**src/rtl/rng_sched.sv**
```systemverilog
// rtl/rng_sched.sv - round-robin request scheduler with reseed priority for the 8-bit LFSR peripheral
module rng_sched #(
    parameter int NUM_REQ = 4,
    parameter int CNT_W   = 16
) (
    input  logic               clk,
    input  logic               rst,
    input  logic [NUM_REQ-1:0] req,
    output logic [NUM_REQ-1:0] ack,
    output logic [7:0]         rsp_data,
    input  logic               seed_valid,
    input  logic [7:0]         seed_data,
    output logic               seed_busy,
    output logic               seed_done,
    output logic [3:0]         rng_address,
    output logic               rng_data_write,
    output logic [7:0]         rng_data_in,
    input  logic [7:0]         rng_data_out,
    output logic [CNT_W-1:0]   served_cnt
);

    localparam int IDX_W = (NUM_REQ > 1) ? $clog2(NUM_REQ) : 1;

    typedef enum logic [1:0] {
        S_IDLE,
        S_SHIFT,
        S_CAPTURE,
        S_LOAD
    } state_t;

    state_t             state_q;
    logic [IDX_W-1:0]   grant_q;
    logic [IDX_W-1:0]   last_q;
    logic               pend_q, pend_d;
    logic [7:0]         seed_q, seed_d;
    logic [NUM_REQ-1:0] ack_q;
    logic [7:0]         rsp_q;
    logic               done_q;
    logic [CNT_W-1:0]   cnt_q;
    logic [3:0]         addr_q;
    logic               wr_q;
    logic [7:0]         din_q;

    logic               rr_found;
    logic [IDX_W-1:0]   rr_idx;
    logic [IDX_W-1:0]   rr_cand;
    int                 rr_j;

    // Round-robin search starting one past the most recently acked requester
    always_comb begin
        rr_found = 1'b0;
        rr_idx   = '0;
        rr_cand  = '0;
        rr_j     = 0;
        for (int i = 1; i <= NUM_REQ; i++) begin
            rr_j = int'(last_q) + i;
            if (rr_j >= NUM_REQ) begin
                rr_j = rr_j - NUM_REQ;
            end
            rr_cand = IDX_W'(rr_j);
            if (!rr_found && req[rr_cand]) begin
                rr_found = 1'b1;
                rr_idx   = rr_cand;
            end
        end
    end

    // Seed capture: a strobe always wins (last value wins); a LOAD retires the pending seed
    always_comb begin
        pend_d = pend_q;
        seed_d = seed_q;
        if (seed_valid) begin
            pend_d = 1'b1;
            seed_d = seed_data;
        end else if (state_q == S_LOAD) begin
            pend_d = 1'b0;
        end
    end

    // Pending seed storage
    always_ff @(posedge clk or posedge rst) begin
        if (rst) begin
            pend_q <= 1'b0;
            seed_q <= 8'h00;
        end else begin
            pend_q <= pend_d;
            seed_q <= seed_d;
        end
    end

    // Scheduler FSM with registered bus decode, acknowledge and counters
    always_ff @(posedge clk or posedge rst) begin
        if (rst) begin
            state_q <= S_IDLE;
            grant_q <= '0;
            last_q  <= IDX_W'(NUM_REQ - 1);
            ack_q   <= '0;
            rsp_q   <= 8'h00;
            done_q  <= 1'b0;
            cnt_q   <= '0;
            addr_q  <= 4'd0;
            wr_q    <= 1'b0;
            din_q   <= 8'h00;
        end else begin
            ack_q  <= '0;
            done_q <= 1'b0;
            case (state_q)
                S_IDLE: begin
                    if (pend_q) begin
                        state_q <= S_LOAD;
                        wr_q    <= 1'b1;
                        addr_q  <= 4'd1;
                        din_q   <= seed_q;
                    end else if (rr_found) begin
                        state_q <= S_SHIFT;
                        grant_q <= rr_idx;
                        wr_q    <= 1'b1;
                        addr_q  <= 4'd0;
                        din_q   <= 8'h00;
                    end
                end
                S_SHIFT: begin
                    state_q <= S_CAPTURE;
                    wr_q    <= 1'b0;
                    addr_q  <= 4'd0;
                end
                S_CAPTURE: begin
                    state_q <= S_IDLE;
                    rsp_q   <= rng_data_out;
                    ack_q   <= NUM_REQ'(1) << grant_q;
                    cnt_q   <= cnt_q + CNT_W'(1);
                    last_q  <= grant_q;
                end
                S_LOAD: begin
                    state_q <= S_IDLE;
                    wr_q    <= 1'b0;
                    addr_q  <= 4'd0;
                    din_q   <= 8'h00;
                    done_q  <= 1'b1;
                end
                default: begin
                    state_q <= S_IDLE;
                end
            endcase
        end
    end

    assign ack            = ack_q;
    assign rsp_data       = rsp_q;
    assign seed_done      = done_q;
    assign seed_busy      = pend_q | (state_q == S_LOAD);
    assign served_cnt     = cnt_q;
    assign rng_address    = addr_q;
    assign rng_data_write = wr_q;
    assign rng_data_in    = din_q;

endmodule

```
**config.mk**
```make
export PLATFORM = sky130hd
export DESIGN_NAME = rng_sched
export DESIGN_NICKNAME = d
export VERILOG_FILES = /design/src/rtl/rng_sched.sv
export SDC_FILE = /design/constraint.sdc
export NUM_CORES = 1
export LEC_CHECK = 0
export CORE_MARGIN = 2
export CORE_UTILIZATION = 42
export CTS_CLUSTER_SIZE = 8
export DETAILED_ROUTE_END_ITERATION = 10
export PLACE_DENSITY = 0.75
export REMOVE_ABC_BUFFERS = 1
export SLEW_MARGIN = 20
export SYNTH_ARGS = -nofsm -noshare
export SYNTH_HDL_FRONTEND = slang
export SYNTH_SLANG_ARGS = --single-unit
```
**constraint.sdc**
```tcl
create_clock -name clk -period 1.7 [get_ports clk]
set_input_delay 0.255 -clock clk [delete_from_list [all_inputs] [get_ports clk]]
set_output_delay 0.255 -clock clk [all_outputs]
set_load 0.02 [all_outputs]
```
==> qor.txt <==
clock-pin slew on the worst setup and hold paths - 0.09 ns
Worst Path Buf+Inv - 1
Comb gate area - 845 um2
M3 GR Usage - 4.53%
Top power group - combinational cells
Synth Register Bits - 54
Clock Buffer Count - 8
worst hold slack - 0.287 ns
Resize count post-CTS - 1
unrepaired setup endpoints after global routing - false
Synth Instances - 205
Post-CTS Setup Bufs - 0
fin cells - 348
setup_tns - 0 ns
Fin. Hold Viols - 0
die area - 6060 um2
Power Internal - 3070 uW
DRT antenna net count - 0
post-DP HPWL - 3.42 mm
Sink Count - 54
post-route worst setup slack - 0.0707 ns
Setup CP Type - flop to output port
status - finished, final reports clean
post-synthesis xor/xnor area fraction - 5.74%
initial DRC count - 73
placed cells - 340
1st-pass router iterations - 4
vias per inst - 5.05
CP cell instances - clkdlybuf4s50_1
most used logic cell in the final layout - clkdlybuf4s50_1
Synth Seq Share - 59.1%
DRC - 0
Peak Freq - 0.614 GHz
met3 routed WL - 254 um
MaxCap Viol Count - 0
Ys Warns - 0
Final Cycle Share - 95.8%
OpenROAD warning count - 25
FP Util - 44.3%
CP Max Fanout - 5
# port buffers - 62
setup violators final - 0
per-cell routed wire length - 13.4 um
FF/Latch Area - 1350 um2
Overall Global Routing Usage - 17.1%
Unique cell types - 40
Slew Viols, Final - 0
via count - 1,756
==> synthesized netlist by cell type <==
cell type,n,area [um2]
and2b_1,1,7.51
and3_1,2,12.5
nor4_4,1,21.3
nor3b_1,1,7.51
clkbuf_1,5,18.8
buf_4,3,22.5
o21ai_0,4,20.0
nand3_1,4,20.0
nand2b_4,1,13.8
nor2b_1,1,6.26
o211ai_1,1,7.51
mux2i_1,1,10.0
mux2_2,8,90.1
nor2_1,9,33.8
a211oi_1,1,7.51
o21a_1,1,7.51
a21oi_1,4,20.0
nor2_2,1,6.26
buf_6,2,22.5
buf_2,1,5.00
nand2b_1,3,18.8
and4_1,1,8.76
nand2_1,41,154
and2_1,1,6.26
o22a_1,1,8.76
a21o_1,1,7.51
conb_1,1,3.75
nor4_1,2,12.5
o2bb2ai_1,8,70.1
xor2_1,3,26.3
nor3_1,3,15.0
nor3_2,1,10.0
inv_1,8,30.0
o221ai_1,1,8.76
xnor2_1,12,105
nand4_1,4,25.0
a22oi_1,7,52.6
dfstp_2,2,52.6
ha_1,1,12.5
dfrtp_1,52,1300
==> path summary, 6_finish.rpt <==
kind	end	depth (start not counted)	slack, ns	startpoint
setup / recovery	served_cnt[0]	1	0.07	served_cnt[0]
hold / removal	served_cnt[14]	3	0.29	rst
setup reg to reg	served_cnt[9]	4	0.25	state_q[0]
hold reg to reg	served_cnt[15]	1	0.48	served_cnt[15]
max in group asynchronous	last_q[0]	3	1.14	rst
min in group clk	rsp_data[5]	3	0.47	rng_data_out[5]
==> flip-flops by register name, summed over array words and instances (netlist names) <==
name and flops:
seed_done 1, rng_address 1, rsp_data 8, seed_q 8, ack 4, state_q 2
rng_data_in 8, rng_data_write 1, last_q 2, served_cnt 16, pend_q 1, grant_q 2
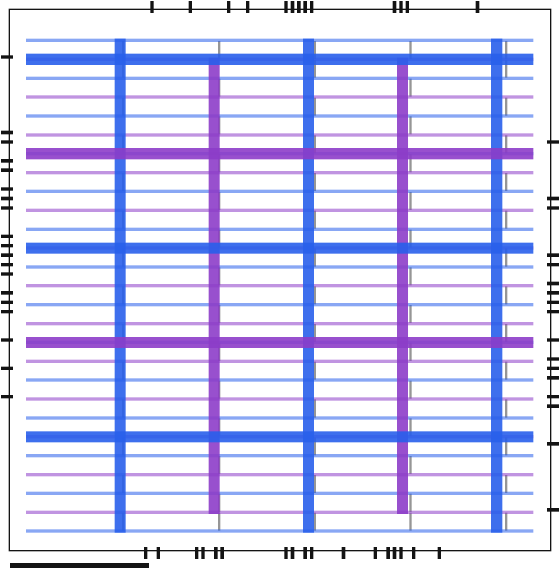
*Power grid*
Scale bar: 20 um. Pins as bars on the die edge. Tap cells in gray.
Key: VDD = purple; VSS = blue
66 signal pins sit on the boundary. The core has 26 rows.
Die H: 77.8 um
maximum vdd drop: 0.000760 V

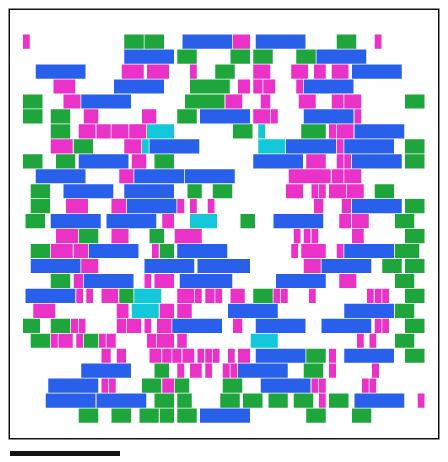
*Cells colored by class*
Scale bar: 20 um.
Key: clock drivers and dummy loads = cyan [cells 8, share of their area 2.9%]; remaining logic cells = magenta [cells 142, share of their area 29%]; remaining buffers and delay cells = green [cells 74, share of their area 24%]; registers = blue [cells 54, share of their area 44%]
final instance area: 3150 um2
Final Util: 60.8%
flop share of the area: 43.0%
row cnt: 26

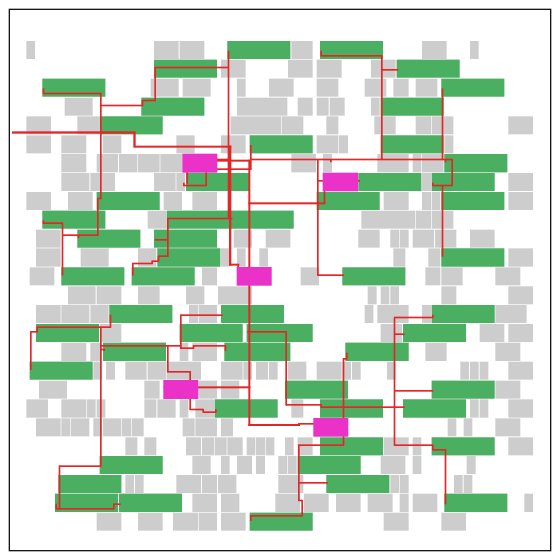
*Routed clock nets over the placement*
Key: clock-net drivers = magenta [count 5]; clock wires = red [length 624 um]; flip-flops = green [count 54]
Position of the flops: widely spread. There are 6 routed clock nets.
clock-net power: 732 uW
clock power share: 14.8%
final clock skew: 0.00441 ns

Power figures rest on the tool's default switching activity, not on a simulated workload.
